<file path="config.mk">
export PLATFORM = sky130hd
export DESIGN_NAME = fowd_unit
export DESIGN_NICKNAME = d
export VERILOG_FILES = /design/src/rtl/fowd_unit.sv
export SDC_FILE = /design/constraint.sdc
export NUM_CORES = 1
export LEC_CHECK = 0
export CAP_MARGIN = 10
export CORE_UTILIZATION = 44
export CTS_BUF_LIST = sky130_fd_sc_hd__clkbuf_8
export DETAILED_ROUTE_END_ITERATION = 7
export GPL_TIMING_DRIVEN = 0
export PLACE_DENSITY = 0.84
export SYNTH_ARGS = -nofsm -noshare
export SYNTH_HDL_FRONTEND = slang
export SYNTH_SLANG_ARGS = --single-unit
export TNS_END_PERCENT = 50
</file>
<file path="constraint.sdc">
create_clock -name clk -period 2.98 [get_ports clk]
set_clock_uncertainty 0.05 [all_clocks]
set_input_delay 0.596 -clock clk [delete_from_list [all_inputs] [get_ports clk]]
set_output_delay 0.596 -clock clk [all_outputs]
set_load 0.02 [all_outputs]
</file>
<file path="src/rtl/fowd_unit.sv">
// Operand forwarding and load-use hazard unit: MEM/WB writer records, per-operand bypass mux, one-cycle load-use stall.
// Optional stall statistics counter is built only when FOWD_STALL_CNT_EN is defined.
module fowd_unit #(
    parameter int DATA_W = 16,
    parameter int ADDR_W = 4
) (
    input  logic              clk,
    input  logic              rst,
    input  logic [ADDR_W-1:0] src_a_addr,
    input  logic [ADDR_W-1:0] src_b_addr,
    input  logic              ex_valid,
    input  logic              ex_wr_en,
    input  logic [ADDR_W-1:0] ex_wr_addr,
    input  logic              ex_is_load,
    input  logic [DATA_W-1:0] ex_result,
    input  logic [DATA_W-1:0] mem_rd_data,
    output logic              alu_a_fowd_en,
    output logic [DATA_W-1:0] alu_a_fowd_data,
    output logic              alu_b_fowd_en,
    output logic [DATA_W-1:0] alu_b_fowd_data,
    output logic              stall,
    output logic [15:0]       stall_cnt
);

    localparam logic [ADDR_W-1:0] ADDR_NONE = {ADDR_W{1'b1}};

    logic [ADDR_W-1:0] mem_addr_r;
    logic              mem_we_r;
    logic              mem_load_r;
    logic [DATA_W-1:0] mem_data_r;
    logic [ADDR_W-1:0] wb_addr_r;
    logic              wb_we_r;
    logic [DATA_W-1:0] wb_data_r;

    logic [DATA_W+1:0] res_a_s;
    logic [DATA_W+1:0] res_b_s;
    logic              stall_s;

    // Result packing: {hazard, fowd_en, fowd_data}; the younger MEM record shadows WB.
    function automatic logic [DATA_W+1:0] resolve(
        input logic [ADDR_W-1:0] src,
        input logic [ADDR_W-1:0] m_addr,
        input logic              m_we,
        input logic              m_load,
        input logic [DATA_W-1:0] m_data,
        input logic [ADDR_W-1:0] w_addr,
        input logic              w_we,
        input logic [DATA_W-1:0] w_data
    );
        logic [DATA_W+1:0] r;
        r = {1'b0, 1'b0, {DATA_W{1'b0}}};
        if (src == ADDR_NONE) begin
            r = {1'b0, 1'b0, {DATA_W{1'b0}}};
        end else if (m_we && (m_addr == src)) begin
            if (m_load) begin
                r = {1'b1, 1'b0, {DATA_W{1'b0}}};
            end else begin
                r = {1'b0, 1'b1, m_data};
            end
        end else if (w_we && (w_addr == src)) begin
            r = {1'b0, 1'b1, w_data};
        end else begin
            r = {1'b0, 1'b0, {DATA_W{1'b0}}};
        end
        return r;
    endfunction

    // Operand resolution and hazard detection from the current records
    always_comb begin
        res_a_s = resolve(src_a_addr, mem_addr_r, mem_we_r, mem_load_r, mem_data_r,
                          wb_addr_r, wb_we_r, wb_data_r);
        res_b_s = resolve(src_b_addr, mem_addr_r, mem_we_r, mem_load_r, mem_data_r,
                          wb_addr_r, wb_we_r, wb_data_r);
        stall_s = res_a_s[DATA_W+1] | res_b_s[DATA_W+1];
    end

    assign alu_a_fowd_en   = res_a_s[DATA_W];
    assign alu_a_fowd_data = res_a_s[DATA_W-1:0];
    assign alu_b_fowd_en   = res_b_s[DATA_W];
    assign alu_b_fowd_data = res_b_s[DATA_W-1:0];
    assign stall           = stall_s;

    // MEM/WB record pipeline; a stall injects a bubble into MEM while the load retires
    always_ff @(posedge clk or negedge rst) begin
        if (!rst) begin
            mem_addr_r <= ADDR_NONE;
            mem_we_r   <= 1'b0;
            mem_load_r <= 1'b0;
            mem_data_r <= {DATA_W{1'b0}};
            wb_addr_r  <= ADDR_NONE;
            wb_we_r    <= 1'b0;
            wb_data_r  <= {DATA_W{1'b0}};
        end else if (stall_s) begin
            mem_addr_r <= ADDR_NONE;
            mem_we_r   <= 1'b0;
            mem_load_r <= 1'b0;
            mem_data_r <= {DATA_W{1'b0}};
            wb_addr_r  <= mem_addr_r;
            wb_we_r    <= mem_we_r;
            wb_data_r  <= mem_rd_data;
        end else begin
            mem_addr_r <= ex_wr_addr;
            mem_we_r   <= ex_wr_en & ex_valid;
            mem_load_r <= ex_is_load;
            mem_data_r <= ex_result;
            wb_addr_r  <= mem_addr_r;
            wb_we_r    <= mem_we_r;
            wb_data_r  <= mem_load_r ? mem_rd_data : mem_data_r;
        end
    end

`ifdef FOWD_STALL_CNT_EN
    logic [15:0] stall_cnt_r;

    // Saturating count of stalled cycles
    always_ff @(posedge clk or negedge rst) begin
        if (!rst) begin
            stall_cnt_r <= 16'h0000;
        end else if (stall_s && (stall_cnt_r != 16'hFFFF)) begin
            stall_cnt_r <= stall_cnt_r + 16'h0001;
        end else begin
            stall_cnt_r <= stall_cnt_r;
        end
    end

    assign stall_cnt = stall_cnt_r;
`else
    assign stall_cnt = 16'h0000;
`endif

endmodule
</file>
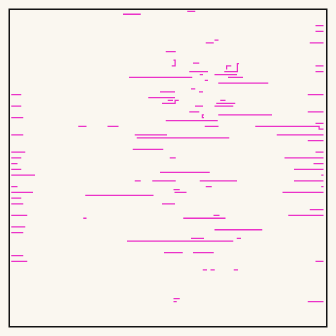
*Metal 3, run 1*
nets with wire on the layer = 83
longest straight run = 24.8 um
main direction = horizontal

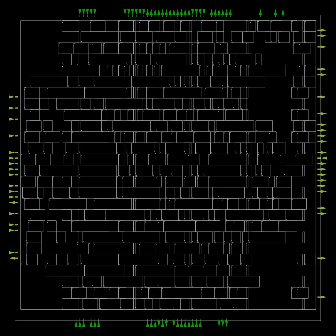
*Cell placement, run 1*
fin util: 0.697
placeable core region: 0.00511 mm^2
filler-free cell count of the finished design: 451
Taps Inserted: 70

==> flow_results.xml, run 1 <==
<?xml version="1.0" encoding="UTF-8"?>
<metrics>
  <group name="status">
    <metric name="outcome" unit="">finished clean</metric>
  </group>
  <group name="final_timing">
    <metric name="post-route-worst-setup-slack" unit="ns">0.0191</metric>
    <metric name="final.min_clock_period" unit="ns">2.96</metric>
    <metric name="slew_viol_final" unit="">0</metric>
  </group>
  <group name="worst_setup_path">
    <metric name="timing.critical_path.from" unit="">src_a_addr[0]</metric>
    <metric name="cp_num_buf_inv" unit="">5</metric>
    <metric name="critPathMostFrequentCell" unit="">sky130_fd_sc_hd__buf_4</metric>
    <metric name="worst-endpoint-arrival" unit="ns">2.31</metric>
    <metric name="critical-path-max-stage-delay" unit="ns">0.32</metric>
  </group>
  <group name="logic_synthesis">
    <metric name="yosys_warnings" unit="">0</metric>
    <metric name="fa_ha_area_frac" unit="">0</metric>
    <metric name="xor_xnor_cells_area_fraction" unit="">0.0488</metric>
    <metric name="syn-cell-area" unit="mm^2">0.00233</metric>
    <metric name="synth_compound_gate_area_share" unit="">0.0655</metric>
    <metric name="sequential_to_total_area_share_from_yosys_stat" unit="">0.466</metric>
    <metric name="top_cell" unit="">sky130_fd_sc_hd__nand2_1</metric>
  </group>
  <group name="floorplanning">
    <metric name="floorplanUtilization" unit="">0.456</metric>
    <metric name="die-area" unit="mm^2">0.00559</metric>
  </group>
  <group name="detailed_routing">
    <metric name="routed-wl-met3" unit="um">418</metric>
    <metric name="drt_wirelength" unit="um">6970</metric>
    <metric name="wl_met1" unit="um">2780</metric>
    <metric name="postRouteAntennaNets" unit="">0</metric>
    <metric name="vias" unit="">2309</metric>
    <metric name="post_drt_via_cell_ratio" unit="">5.12</metric>
  </group>
  <group name="power_and_ir_drop">
    <metric name="power.share.sequential" unit="">0.486</metric>
    <metric name="clock_power" unit="W">0.000401</metric>
    <metric name="report.power.total" unit="W">0.00135</metric>
    <metric name="power_density" unit="mW/mm^2">379</metric>
    <metric name="seq-power" unit="W">0.000656</metric>
  </group>
  <group name="cts">
    <metric name="cts_num_sinks" unit="">43</metric>
  </group>
  <group name="global_routing">
    <metric name="globalRoute.busiestLayer" unit="">met2</metric>
  </group>
  <group name="cells_and_area">
    <metric name="seq_area_frac" unit="">0.305</metric>
    <metric name="layout.clock.cell_area_share" unit="">0.0278</metric>
    <metric name="dominant-cell-class" unit="">combinational gates</metric>
  </group>
  <group name="flow_run">
    <metric name="drv_cap" unit="">0</metric>
  </group>
  <group name="placement">
    <metric name="place_area" unit="mm^2">0.00330</metric>
  </group>
</metrics>
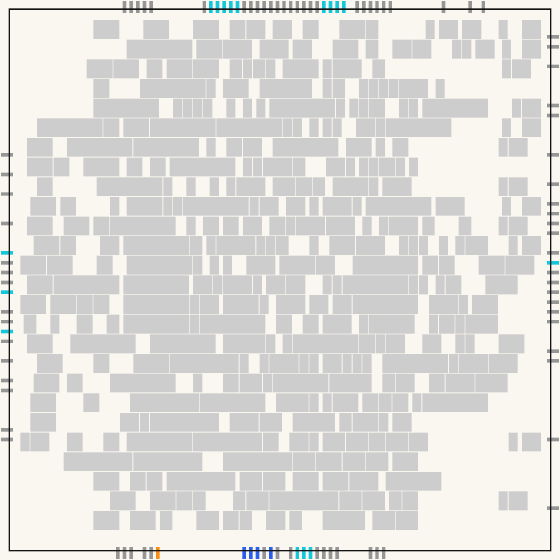
*Ports around the boundary, run 1*
Pins as bars across the die edge, other pins in grey.
blue -> src_a_addr  # pins 4, direction input, edge south
cyan -> mem_rd_data  # pins 16, direction input, edge 9 north, 3 south, 3 west, 1 east
orange -> rst  # pins 1, direction input, edge south
horizontal die dimension: 74.8 um
number of buffers added on ports: 83
Die Y-Extent: 74.8 um

--- run 2 (diff from run 1) ---
Settings changed: CORE_UTILIZATION 44 to 45, PLACE_DENSITY 0.84 to 0.85.
Clock period 2.98 ns to 3.6 ns, I/O delays scaled along.
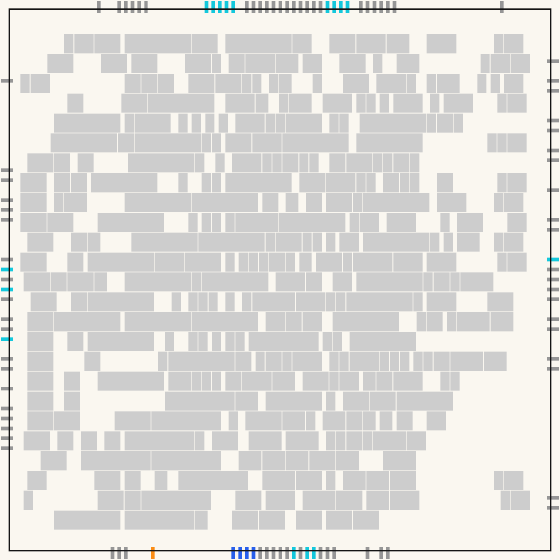
*Ports around the boundary, run 2*
Pins as bars across the die edge, other pins in grey.
cyan -> mem_rd_data  # pins 16, direction input, edge 9 north, 3 south, 3 west, 1 east
blue -> src_a_addr  # pins 4, direction input, edge south
orange -> rst  # pins 1, direction input, edge south

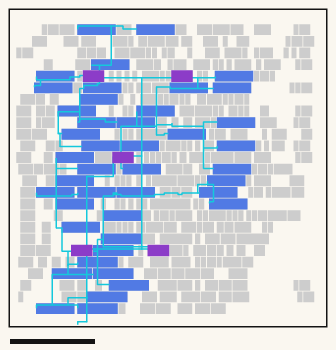
*Routed clock nets over the placement, run 2*
Bar = 20 um.
cyan -> clock wires  # length 489 um
purple -> clock drivers  # count 5
blue -> flip-flops  # count 43
routed clock nets = 6

==> run 2 against run 1 <==
Against the previous run:
- combinational power is about 20% lower
- clock-buffer cell count fell by 1
- hold slack worse by 0.0049 ns
- die area shrank 2.2%
- synthesized cell count unchanged
- register-to-register slack improved by 0.80 ns
- critical path depth is 1 lower
- highest routed layer unchanged
- utilization increased by 2.2 points
==> flow_results.xml, run 2 <==
<?xml version="1.0" encoding="UTF-8"?>
<metrics>
  <group name="worst_setup_path">
    <metric name="timing.critical_path.from" unit="">src_a_addr[3]</metric>
    <metric name="cp_num_buf_inv" unit="">4</metric>
    <metric name="critical-path-max-stage-delay" unit="ns">0.49</metric>
    <metric name="worst-endpoint-arrival" unit="ns">2.77</metric>
    <metric name="r2r_start" unit="">mem_addr_r[1]$_DFF_PN1_</metric>
    <metric name="cp_cell_sequence" unit="">clkdlybuf4s50_1 -&gt; xor2_1 -&gt; nor4_4 -&gt; buf_6 -&gt; buf_8 -&gt; mux2_2 -&gt; nor2_1 -&gt; clkdlybuf4s15_2</metric>
  </group>
  <group name="logic_synthesis">
    <metric name="synth_compound_gate_area_share" unit="">0.0655</metric>
    <metric name="fa_ha_area_frac" unit="">0</metric>
    <metric name="syn-cell-area" unit="mm^2">0.00233</metric>
    <metric name="top_cell" unit="">sky130_fd_sc_hd__nand2_1</metric>
    <metric name="yosys_warnings" unit="">0</metric>
    <metric name="cell_variety_after_synth" unit="">30</metric>
  </group>
  <group name="final_timing">
    <metric name="final.min_clock_period" unit="ns">3.54</metric>
    <metric name="post-route-worst-setup-slack" unit="ns">0.0599</metric>
    <metric name="slew_viol_final" unit="">0</metric>
  </group>
  <group name="floorplanning">
    <metric name="tapCellCount" unit="">67</metric>
    <metric name="die-area" unit="mm^2">0.00547</metric>
    <metric name="floorplanUtilization" unit="">0.481</metric>
    <metric name="chipWidth" unit="um">74.0</metric>
    <metric name="placeable_core_region" unit="mm^2">0.00485</metric>
  </group>
  <group name="status">
    <metric name="outcome" unit="">finished clean</metric>
  </group>
  <group name="cells_and_area">
    <metric name="dominant-cell-class" unit="">combinational gates</metric>
    <metric name="layout.clock.cell_area_share" unit="">0.0244</metric>
    <metric name="layout.cells.non_filler" unit="">437</metric>
    <metric name="seq_area_frac" unit="">0.312</metric>
    <metric name="largest_registers_ranked_by_flip_flop_count" unit="">mem_data_r x16, wb_data_r x16</metric>
    <metric name="final_util" unit="">0.719</metric>
  </group>
  <group name="cts">
    <metric name="ctsHoldBuffers" unit="">0</metric>
    <metric name="cts_num_sinks" unit="">43</metric>
  </group>
  <group name="flow_run">
    <metric name="drv_cap" unit="">0</metric>
  </group>
  <group name="detailed_routing">
    <metric name="wl_met1" unit="um">2730</metric>
    <metric name="routed-wl-met3" unit="um">391</metric>
    <metric name="postRouteAntennaNets" unit="">0</metric>
    <metric name="drt_wirelength" unit="um">6490</metric>
    <metric name="post_drt_via_cell_ratio" unit="">5.04</metric>
  </group>
  <group name="global_routing">
    <metric name="grt_start_max_net_pins" unit="">44</metric>
    <metric name="globalRoute.busiestLayer" unit="">met2</metric>
  </group>
  <group name="placement">
    <metric name="buffer_ports.inserted" unit="">83</metric>
    <metric name="place_area" unit="mm^2">0.00330</metric>
  </group>
  <group name="power_and_ir_drop">
    <metric name="seq-power" unit="W">0.000541</metric>
    <metric name="power.share.sequential" unit="">0.503</metric>
    <metric name="power_density" unit="mW/mm^2">309</metric>
  </group>
</metrics>
--- run 3 (diff from run 2) ---
Settings changed: CTS_CLUSTER_DIAMETER set to 100.
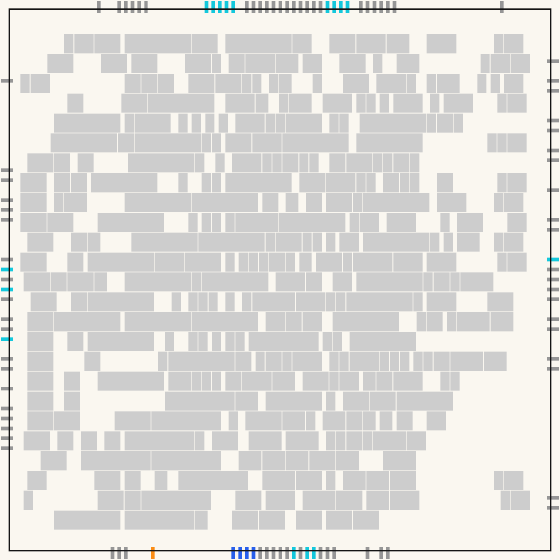
*Ports around the boundary, run 3*
Pins as bars across the die edge, other pins in grey.
horizontal die dimension: 74.0 um
Die Y-Extent: 74.0 um

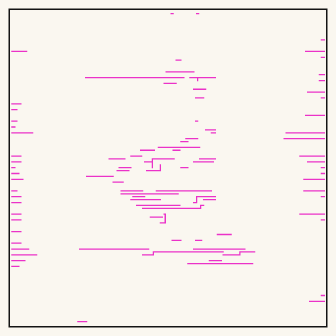
*Metal 3, run 3*
share of all routed wire = 6.0%
main direction = horizontal
longest straight run = 23.0 um
wire length on this layer = 392 um

==> run 3 against run 2 <==
Against the previous run:
- highest routed layer unchanged
- design area is the same
- hold slack unchanged
- first-iteration DRC count stayed put
- clock power is essentially flat
- cell count is the same
- largest power group unchanged
- sequential share of layout area unchanged
- critical path type unchanged
==> flow_results.xml, run 3 <==
<?xml version="1.0" encoding="UTF-8"?>
<metrics>
  <group name="floorplanning">
    <metric name="placeable_core_region" unit="mm^2">0.00485</metric>
    <metric name="die-area" unit="mm^2">0.00547</metric>
  </group>
  <group name="detailed_routing">
    <metric name="post_drt_via_cell_ratio" unit="">5.04</metric>
    <metric name="postRouteAntennaNets" unit="">0</metric>
    <metric name="wl_met1" unit="um">2730</metric>
    <metric name="vias" unit="">2201</metric>
  </group>
  <group name="cells_and_area">
    <metric name="layout.clock.cell_area_share" unit="">0.0244</metric>
    <metric name="largest_registers_ranked_by_flip_flop_count" unit="">mem_data_r x16, wb_data_r x16</metric>
    <metric name="layout.cells.non_filler" unit="">437</metric>
    <metric name="dominant-cell-class" unit="">combinational gates</metric>
    <metric name="final_util" unit="">0.719</metric>
  </group>
  <group name="global_routing">
    <metric name="globalRoute.busiestLayer" unit="">met2</metric>
    <metric name="grt_start_max_net_pins" unit="">44</metric>
  </group>
  <group name="logic_synthesis">
    <metric name="xor_xnor_cells_area_fraction" unit="">0.0488</metric>
    <metric name="cell_variety_after_synth" unit="">30</metric>
    <metric name="syn-cell-area" unit="mm^2">0.00233</metric>
    <metric name="sequential_to_total_area_share_from_yosys_stat" unit="">0.466</metric>
    <metric name="top_cell" unit="">sky130_fd_sc_hd__nand2_1</metric>
    <metric name="fa_ha_area_frac" unit="">0</metric>
    <metric name="synth_compound_gate_area_share" unit="">0.0655</metric>
    <metric name="yosys_warnings" unit="">0</metric>
  </group>
  <group name="final_timing">
    <metric name="post-route-worst-setup-slack" unit="ns">0.0599</metric>
    <metric name="final.min_clock_period" unit="ns">3.54</metric>
  </group>
  <group name="status">
    <metric name="outcome" unit="">finished clean</metric>
  </group>
  <group name="worst_setup_path">
    <metric name="cp_cell_sequence" unit="">clkdlybuf4s50_1 -&gt; xor2_1 -&gt; nor4_4 -&gt; buf_6 -&gt; buf_8 -&gt; mux2_2 -&gt; nor2_1 -&gt; clkdlybuf4s15_2</metric>
    <metric name="critical-path-max-stage-delay" unit="ns">0.49</metric>
    <metric name="timing.critical_path.from" unit="">src_a_addr[3]</metric>
    <metric name="worst-endpoint-arrival" unit="ns">2.77</metric>
    <metric name="cp_num_buf_inv" unit="">4</metric>
  </group>
  <group name="flow_run">
    <metric name="drv_cap" unit="">0</metric>
  </group>
  <group name="cts">
    <metric name="ctsHoldBuffers" unit="">0</metric>
  </group>
  <group name="power_and_ir_drop">
    <metric name="clock_power" unit="W">0.000300</metric>
    <metric name="power_density" unit="mW/mm^2">309</metric>
    <metric name="power.share.sequential" unit="">0.503</metric>
  </group>
  <group name="placement">
    <metric name="buffer_ports.inserted" unit="">83</metric>
  </group>
</metrics>

==> notes/layouts.md <==
Pictures saved along the way, in no particular order.

Placement density heat map.
7 x 7 tiles, from white (low) to dark blue (high), 0 to 100% covered.
image #1
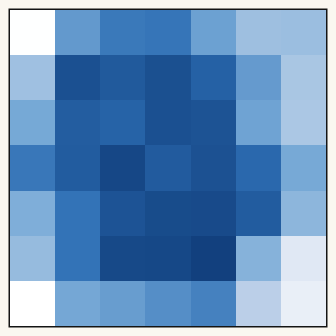
image #2
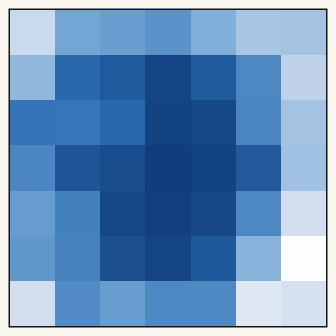
| from | picture |
|---|---|
| run 1 | image #1 |
| run 3 | image #2 |

Key to image #1:
mean over tiles = 62%
nearly empty tiles = 4.1%
densest ninth of the die = centre
tiles over 75% full = 41%

No activity file was given, so power comes from the tool's default toggle rates.
